`config.mk`:
```
export PLATFORM = sky130hd
export DESIGN_NAME = score_keeper
export DESIGN_NICKNAME = d
export VERILOG_FILES = /design/src/rtl/score_keeper.sv
export SDC_FILE = /design/constraint.sdc
export NUM_CORES = 1
export LEC_CHECK = 0
export ABC_AREA = 0
export CAP_MARGIN = 40
export CORE_AREA = 2 2 81 83
export DETAILED_ROUTE_END_ITERATION = 8
export DIE_AREA = 0 0 83 85
export SYNTH_ARGS = -nofsm -noshare
export SYNTH_HDL_FRONTEND = slang
export SYNTH_SLANG_ARGS = --single-unit
```
`constraint.sdc`:
```
create_clock -name clk -period 3.9 [get_ports clk]
set_clock_uncertainty 0.15 [all_clocks]
set_input_delay 0.39 -clock clk [delete_from_list [all_inputs] [get_ports clk]]
set_output_delay 0.39 -clock clk [all_outputs]
set_load 0.02 [all_outputs]
```
`src/rtl/score_keeper.sv`:
```
// Baseball scoreboard: applies one batting event per accepted handshake, then
// locks out new events for LOCKOUT cycles. All outputs are registered.
module score_keeper #(
  parameter int SCORE_W = 5,
  parameter int INN_W   = 4,
  parameter int INNINGS = 9,
  parameter int LOCKOUT = 1
) (
  input  logic               clk,
  input  logic               reset,
  input  logic               event_valid,
  input  logic [2:0]         event_code,
  output logic               event_ready,
  output logic [2:0]         bases,
  output logic [2:0]         runs,
  output logic               runs_valid,
  output logic [SCORE_W-1:0] score_away,
  output logic [SCORE_W-1:0] score_home,
  output logic [1:0]         outs,
  output logic [INN_W-1:0]   inning,
  output logic               half,
  output logic               game_over,
  output logic               sat
);

  typedef enum logic [1:0] {IDLE, APPLY, HOLD} state_t;

  localparam int SUM_W = SCORE_W + 3;
  localparam logic [SCORE_W-1:0] MAX_SCORE = {SCORE_W{1'b1}};
  localparam logic [INN_W-1:0]   MAX_INN   = {INN_W{1'b1}};

  state_t      state;
  logic [2:0]  hold_cnt;

  logic               code_ok, is_out, third, late, clip;
  logic [2:0]         mv_bases, mv_runs, pop;
  logic [SCORE_W-1:0] bat_score, new_bat, n_away, n_home;
  logic [SUM_W-1:0]   sum;
  logic               n_over;

  assign event_ready = (state == IDLE) && !game_over;

  always_comb begin
    pop      = 3'(bases[0]) + 3'(bases[1]) + 3'(bases[2]);
    mv_bases = bases;
    mv_runs  = 3'd0;
    case (event_code)
      3'd1: begin mv_bases = {bases[1], bases[0], 1'b1}; mv_runs = 3'(bases[2]); end
      3'd2: begin mv_bases = {bases[0], 2'b10}; mv_runs = 3'(bases[2]) + 3'(bases[1]); end
      3'd3: begin mv_bases = 3'b100; mv_runs = pop; end
      3'd4: begin mv_bases = 3'b000; mv_runs = pop + 3'd1; end
      // walk: only a runner with every base behind him occupied is forced
      3'd5: begin
        mv_bases = {bases[2] | (&bases[1:0]), |bases[1:0], 1'b1};
        mv_runs  = 3'(&bases);
      end
      default: ;
    endcase

    code_ok   = (event_code != 3'd0) && (event_code != 3'd7);
    is_out    = (event_code == 3'd6);
    third     = is_out && (outs == 2'd2);
    late      = (inning >= INN_W'(INNINGS));

    bat_score = half ? score_home : score_away;
    sum       = SUM_W'(bat_score) + SUM_W'(mv_runs);
    clip      = (sum > SUM_W'(MAX_SCORE));
    new_bat   = clip ? MAX_SCORE : sum[SCORE_W-1:0];
    n_away    = half ? score_away : new_bat;
    n_home    = half ? new_bat : score_home;

    n_over = (third && late && (half ? (n_home != n_away) : (n_home > n_away))) ||
             (half && late && (n_home > n_away));
  end

  always_ff @(posedge clk) begin
    if (reset) begin
      state      <= IDLE;
      hold_cnt   <= 3'd0;
      bases      <= 3'b000;
      runs       <= 3'd0;
      runs_valid <= 1'b0;
      score_away <= '0;
      score_home <= '0;
      outs       <= 2'd0;
      inning     <= INN_W'(1);
      half       <= 1'b0;
      game_over  <= 1'b0;
      sat        <= 1'b0;
    end else begin
      runs_valid <= 1'b0;
      case (state)
        IDLE: if (event_valid && event_ready) begin
          state <= APPLY;
          if (code_ok) begin
            runs_valid <= 1'b1;
            runs       <= mv_runs;
            score_away <= n_away;
            score_home <= n_home;
            sat        <= sat | clip;
            game_over  <= n_over;
            bases      <= third ? 3'b000 : mv_bases;
            outs       <= third ? 2'd0 : (is_out ? outs + 2'd1 : outs);
            half       <= third ? ~half : half;
            if (third && half && inning != MAX_INN) inning <= inning + INN_W'(1);
          end
        end
        APPLY: begin
          if (LOCKOUT == 0) state <= IDLE;
          else begin
            state    <= HOLD;
            hold_cnt <= 3'(LOCKOUT - 1);
          end
        end
        HOLD: begin
          if (hold_cnt == 3'd0) state <= IDLE;
          else hold_cnt <= hold_cnt - 3'd1;
        end
        default: state <= IDLE;
      endcase
    end
  end

endmodule

```
==> flow_summary.ini, run 1 <==
; synthesis and place-and-route metrics
[status]
status = finished with violations
failed_checks = negative setup slack

[worst_setup_path]
r2r_setup_slack_ps = -150
path_max_fanout = 3
endpoint = game_over
cp-start-kind = flop
crit_path_frequent_cell = inv_2
crit_chain = inv_2, fa_1, inv_1, mux2_2, a221o_1, ha_2, inv_2, fa_2, inv_2, a21oi_4, nor2_2, and2_4, a21oi_2, ha_1, and3_4, o21ai_2, o21ai_1, or3_1, a32o_1
cp.required_ps = 3940
crit_type = flop to flop
worstSetupEndpointType = flop
cp_top_family = adder cells
r2r_cells = 19
timing.rr.end = game_over
cp.depth = 19

[power]
seq_cell_power_mw = 0.332
power_frac_seq = 0.402
switching_share = 0.268
power.switching_mw = 0.221
combinationalPower_mw = 0.159
ir_worst_vdd_mv = 0.178

[floorplan]
die_h_um = 85
dieWidth_um = 83
taps = 77
rows = 29
fp.dieArea_sq_um = 7060
io_pins = 33

[grt]
antenna_found_initial = 0
met3_usage = 0.0506
grt_usage = 0.158

[synth]
yosys-top-cells-area = dfxtp_1, ha_1, nor2_1
ys_cells = 251
syn-num-nets = 274
synth.avg_cell_area_sq_um = 8.27
synthCells = 251
edf_count = 0
synth.top_cell.area_share = 0.299
synth_seq_share = 0.299
yosys-top-cells-count = nor2_1, dfxtp_1, a21oi_1
ys_sh_aoi = 0.155
top_cell = nor2_1
synth.logic.top_family = simple AND/OR/NAND/NOR gates
postSynth.asyncResetShare = 0
ys_types = 54
synth-area-yosys_sq_um = 2080
synthSimpleGateAreaFrac = 0.277

[finish]
nonClkBufAreaFrac = 0.209
clock_area_frac = 0.0391
final_cell_area_sq_um = 3010
nets = 341
clock_buffers = 6
seq_share = 0.209
top_regs = score_away x5, score_home x5, inning x4
comb_area_sq_um = 1480
comb_area_frac = 0.491
largest_class = combinational gates
drive_above_1_share = 0.295

[run]
drv_cap = 0

[timing]
finalCriticalPeriod_ps = 4050
hold_violations = 0
final-setup-viol-count = 2
finalWorstSetupSlack_ps = -147
drv_slew = 0
max_freq_mhz = 247
worst_slew_pin_slew_ps = 767
rsz0062_at_grt = yes
max_slew_margin = 0.489

[clock_network]
cts_max_level = 2
clock.latency.late_pin_ps = 290
post_cts.repair.setup_buffers = 13
clockBufferDepth = 2
cts_resized = 9
cts_tree = yes
cts_buffers = 5
cts-root-buf = clkbuf_8

[route]
routed.top_layer = met4
ant_nets = 0
viasPerCell = 5.08
wl_per_cell_um = 13.9
wl_met2_mm = 2.56
drtIter0Drc = 63

[worst_hold_path]
min_to = sat
hold_class = flop to flop
worst_hold_path.num_cells = 2

[place]
place_congestion = 0.777
==> run 1: stage by stage <==
stage                     worst slack [ps]  TNS (ps)  total power [mW]  hold slack, ps
final                                 -147      -220             0.827             315
after global routing                  -325      -544             0.868             344
after CTS                            -78.2     -78.2             0.831             317
after detailed placement              -315      -315             0.484             307
after global placement                -193      -193             0.483             307
after floorplan                      -41.5     -41.5             0.431             324
==> run 1: layout by cell type, fill, tap and decap left out, types with 7 or more instances in the layout <==
master	netlist	final
a21oi_1	22	17
buf_4	1	41
clkdlybuf4s50_1	0	32
dfxtp_1	31	28
ha_1	15	11
inv_1	16	12
nand2_1	15	15
nand2b_1	7	7
nor2_1	33	32
nor3_1	8	8
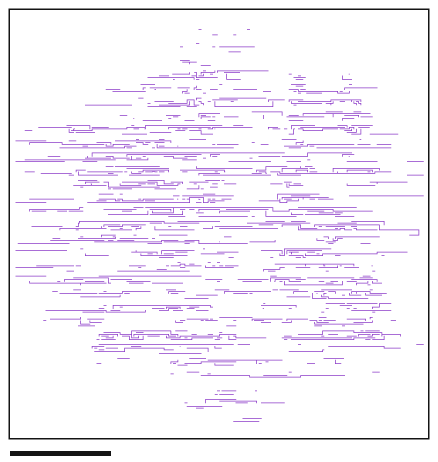
(run_1/layer_met1.png)
Scale bar: 20 um.
- longest straight run: 38.2 um
- share of all routed wire: 49%
- nets with wire on the layer: 315
- wire length on this layer: 2670 um
met1 track utilization from global routing: 0.202
vias: 2010
Routed Wire Length: 5.50 mm

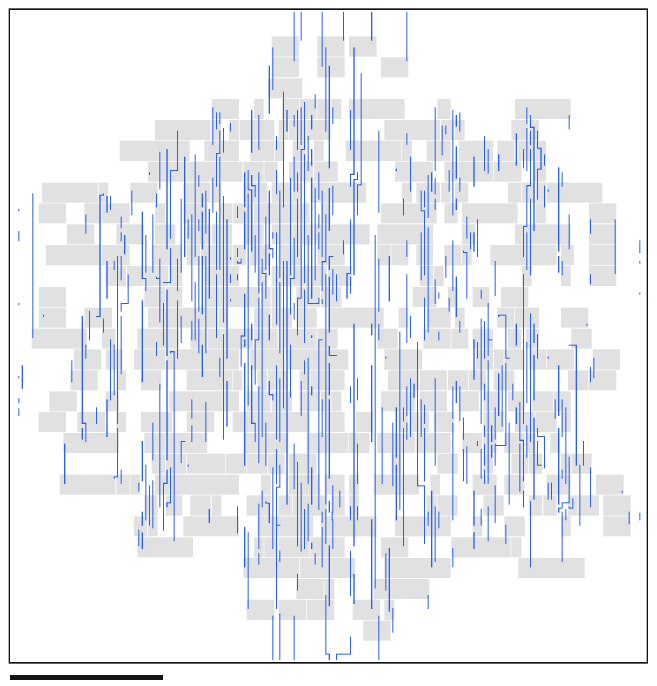
(run_1/layer_met2.png)
Scale bar: 20 um.
- longest straight run: 45.9 um
- main direction: vertical
- wire length on this layer: 2560 um
met2 Usage GRT: 0.257

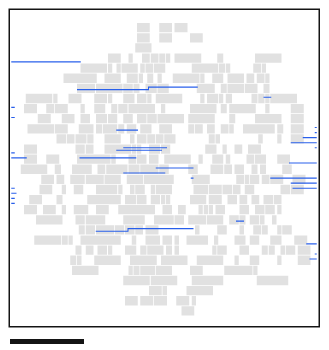
(run_1/layer_met3.png)
Scale bar: 20 um.
- nets with wire on the layer: 28
- longest straight run: 19.1 um
- wire length on this layer: 203 um
- share of all routed wire: 3.7%

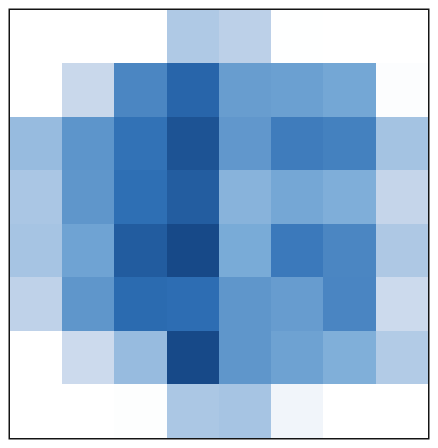
(run_1/cell_density.png)
8 x 8 tiles, from white (low) to dark blue (high), 0 to 100% covered.
- densest ninth of the die: center
- fullest tile: 90%
- nearly empty tiles: 22%
- emptiest ninth of the die: south-west
FP Core Util: 0.335
core area: 6200 sq um
post-layout util: 0.485

==> run_1/congestion.png <==
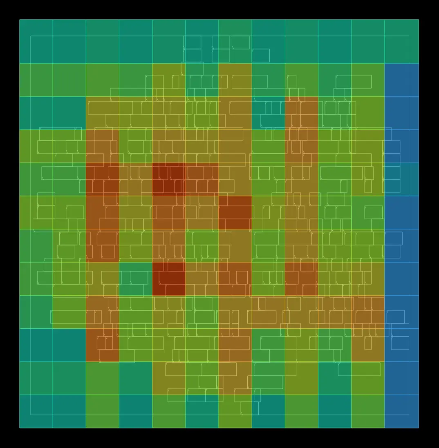

==> run 2: changes to the inputs <==
clock period = 4.84 ns   (was 3.9 ns; I/O delays follow)
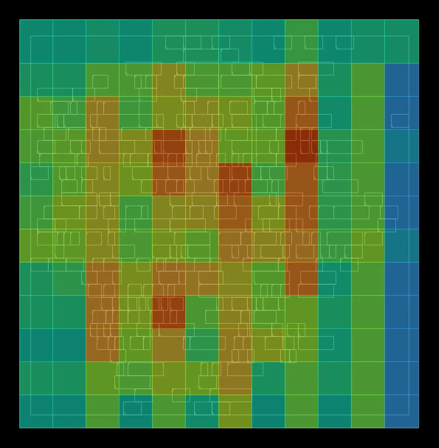
(run_2/congestion.png)
met3 usage: 0.0331
met1 track utilization from global routing: 0.192

==> flow_summary.ini, run 2 <==
; synthesis and place-and-route metrics
[place]
io_buffer_count = 32
place_congestion = 0.867
post-place-ws_ps = 232

[power]
power_frac_seq = 0.427
seq_cell_power_mw = 0.269
power.switching_mw = 0.160
combinationalPower_mw = 0.0982
power.total_mw = 0.631
switching_share = 0.254

[worst_setup_path]
path_max_fanout = 8
cp.depth = 17
crit_type = flop to flop
crit_chain = inv_1, fa_1, inv_1, ha_1, a21oi_2, inv_1, ha_1, a21o_1, a21oi_1, o21ai_0, mux2_2, ha_1, nor2b_1, o21ai_0, o21ai_0, or3_1, a32o_1
cp_top_family = adder cells
r2r_cells = 17
cp-start-kind = flop
cp.required_ps = 4870
worstSetupEndpointType = flop

[timing]
final-setup-viol-count = 0
finalWorstSetupSlack_ps = 349
worst_slew_pin_slew_ps = 717
rsz0062_at_grt = no
worst_hold_slack_ps = 311
finalCriticalPeriod_ps = 4490
fin_tns_setup_ps = 0
drv_slew = 0
hold_violations = 0
max_slew_margin = 0.522
max_freq_mhz = 223

[synth]
syn-num-nets = 274
synth.top_cell.area_share = 0.299
edf_count = 0
synth_seq_share = 0.299
ys_types = 54
postSynth.asyncResetShare = 0
ys_cells = 251
top_cell = nor2_1
yosys-top-cells-count = nor2_1, dfxtp_1, a21oi_1
synth-area-yosys_sq_um = 2080
synth.avg_cell_area_sq_um = 8.27
synthCells = 251

[finish]
final_core_util = 0.416
seq_share = 0.240
lay_top_cells = nor2_1, clkdlybuf4s50_1, dfxtp_1, a21oi_1, inv_1
largest_class = combinational gates
comb_area_sq_um = 1330
drive_above_1_share = 0.117
area.growth.synth_to_final_pct = 24.4
comb_area_frac = 0.515
nets = 305
nonClkBufAreaFrac = 0.138
top_regs = score_away x5, score_home x5, inning x4
clock_area_frac = 0.0455
lay_top_count = nor2_1
final_cell_area_sq_um = 2580

[route]
wl_per_cell_um = 12.8
drtIter0Drc = 91
routed.top_layer = met4
wl_met2_mm = 2.03
ant_nets = 0
viasPerCell = 4.99

[clock_network]
cts-root-buf = clkbuf_8
clock.latency.late_pin_ps = 280
cts_max_level = 2
clockBufferDepth = 2
cts_buffers = 5
path_clk_slew_ps = 70
cts_tree = yes

[floorplan]
fp_util = 0.335
fp.dieArea_sq_um = 7060
rows = 29
dieWidth_um = 83
io_pins = 33
taps = 77
core_sq_um = 6200
die_h_um = 85

[run]
drv_cap = 0

[worst_hold_path]
hold_class = flop to flop
worst_hold_path.num_cells = 2

[grt]
grt_usage = 0.138

[status]
status = finished, final reports clean
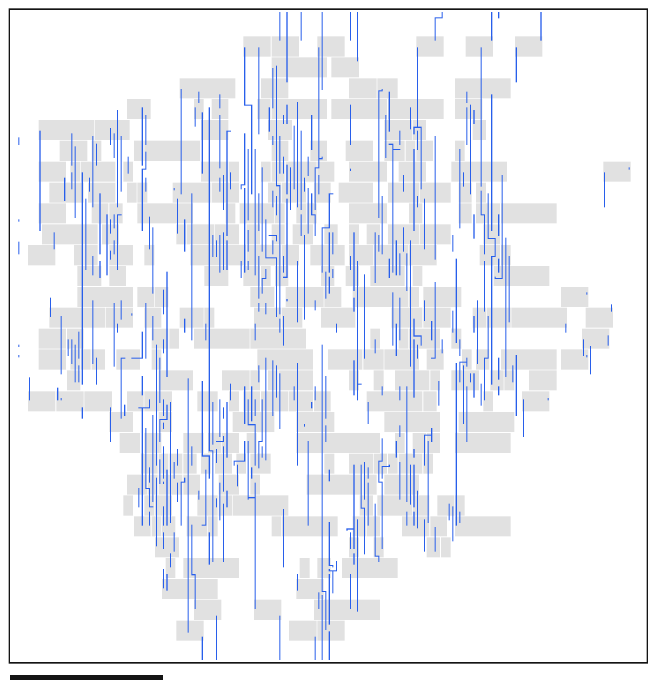
(run_2/layer_met2.png)
Scale bar: 20 um.
vias: 1798
met2 Usage GRT: 0.213
Routed Wire Length: 4.61 mm

-- run 2: what timing repair did --
action                                  4_1_cts  5_1_grt
gates resized                                 0        1
endpoints found under the setup margin        0        1
setup buffers                                 0        0
-- run 2: cells by family after synthesis --
| logic type | after synthesis | synth area share |
|---|---|---|
| flip-flops | 31 | 0.299 |
| AND/OR/NAND/NOR | 104 | 0.277 |
| multiplexers | 15 | 0.0771 |
| AND-OR/OR-AND | 50 | 0.155 |
| XOR/XNOR | 5 | 0.0211 |
| adder cells (fa/ha/maj) | 17 | 0.110 |
| buffers and inverters | 29 | 0.0620 |
-- run 2: final timing paths --
path | slack (ps) | endpoint | startpoint
setup / recovery | 350 | game_over | bases[1]
hold / removal | 310 | runs[2] | runs[2]
setup reg to reg | 350 | game_over | bases[1]
hold reg to reg | 310 | runs[2] | runs[2]
==> run_2/layer_met3.png <==
Scale bar: 20 um.
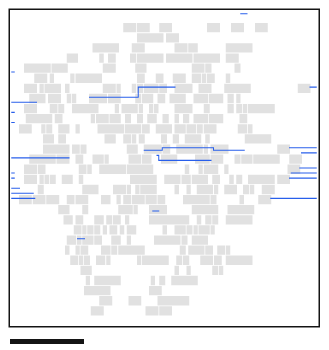

==> run 3: changes to the inputs <==
==> constraint.sdc (replaced) <==
create_clock -name clk -period 4.77 [get_ports clk]
set_clock_uncertainty 0.15 [all_clocks]
set_input_delay 0.954 -clock clk [delete_from_list [all_inputs] [get_ports clk]]
set_output_delay 0.954 -clock clk [all_outputs]
set_load 0.02 [all_outputs]
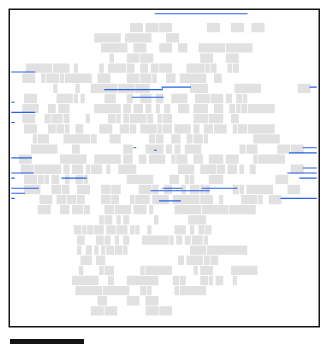
(run_3/layer_met3.png)
Scale bar: 20 um.
Routed Wire Length: 4.70 mm
met3 usage: 0.0350

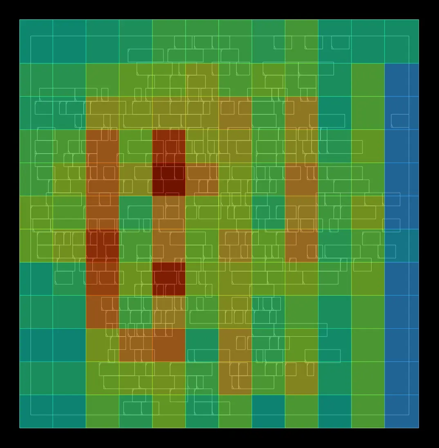
(run_3/congestion.png)
post-layout util: 0.436
Routed WL per cell: 12.5 um
met2 Usage GRT: 0.227
met1 track utilization from global routing: 0.188

==> flow_summary.ini, run 3 <==
; synthesis and place-and-route metrics
[worst_setup_path]
cp_top_family = adder cells
worstSetupEndpointType = flop
cp-start-kind = flop
critPathLaunch = bases[1]
crit_type = flop to flop
endpoint = game_over
cp.required_ps = 4800
r2r_cells = 19
timing.rr.start = bases[1]
cp.depth = 19
crit_chain = inv_1, fa_1, inv_1, mux2_2, a221o_1, ha_1, inv_1, fa_1, inv_1, a21oi_1, nor2_1, and2_1, a21oi_1, ha_1, and3_1, o21ai_0, o21ai_0, or3_1, a32o_1

[synth]
syn-num-nets = 274
edf_count = 0
synth-area-yosys_sq_um = 2080
synth_seq_share = 0.299
synthCells = 251
synth.avg_cell_area_sq_um = 8.27
synth.top_cell.area_share = 0.299
postSynth.asyncResetShare = 0
top_cell = nor2_1
yosys-top-cells-count = nor2_1, dfxtp_1, a21oi_1
ys_cells = 251

[finish]
area.growth.synth_to_final_pct = 30.4
nets = 321
top_regs = score_away x5, score_home x5, inning x4
comb_area_frac = 0.492
seq_share = 0.229
clock_area_frac = 0.0434
drive_above_1_share = 0.164
final_cell_area_sq_um = 2710

[floorplan]
dieWidth_um = 83
taps = 77
rows = 29
core_sq_um = 6200

[run]
drv_cap = 0

[worst_hold_path]
hold_start = runs[2]
min_to = runs[2]
hold_class = flop to flop

[power]
combinationalPower_mw = 0.109
power.total_mw = 0.652
power_frac_seq = 0.419
seq_cell_power_mw = 0.273
switching_share = 0.256

[timing]
worst_hold_slack_ps = 316
worst_slew_pin_slew_ps = 745
final-setup-viol-count = 0
finalWorstSetupSlack_ps = 342
drv_slew = 0
max_slew_margin = 0.503
hold_violations = 0
rsz0062_at_grt = no

[route]
drtIter0Drc = 56
ant_nets = 0
viasPerCell = 4.94
vias = 1858

[place]
post-place-ws_ps = -78.1
io_buffer_count = 32
place_congestion = 0.818

[grt]
grt_usage = 0.141

[clock_network]
cts_resized = 0
clock.latency.late_pin_ps = 290
cts_buffers = 5
cts-root-buf = clkbuf_8
path_clk_slew_ps = 70
cts_tree = yes

[status]
status = finished, final reports clean
-- run 3: cell counts after synthesis --
No cell type changed its count.
-- run 3: per-layer routing --
layer  part of all wire  global-route usage  vias to the layer above
li1                   -                   -                      974
met1               0.50               0.188                      846
met2               0.45               0.227                       34
met3              0.037              0.0350                        4
met4              0.011              0.0447                        0
met5                  0                   0                        -
-- run 3: logic make-up (layout without fill, tap and decap cells) --
group,count (synthesis),count (layout),share of synthesized area
AND/OR/NAND/NOR,104,104,0.277
AND-OR/OR-AND,50,50,0.155
flip-flops,31,31,0.299
multiplexers,15,15,0.0771
XOR/XNOR,5,5,0.0211
buffers and inverters,29,77,0.0620
adder cells (fa/ha/maj),17,17,0.110
Power is estimated from default activity; no workload was simulated.
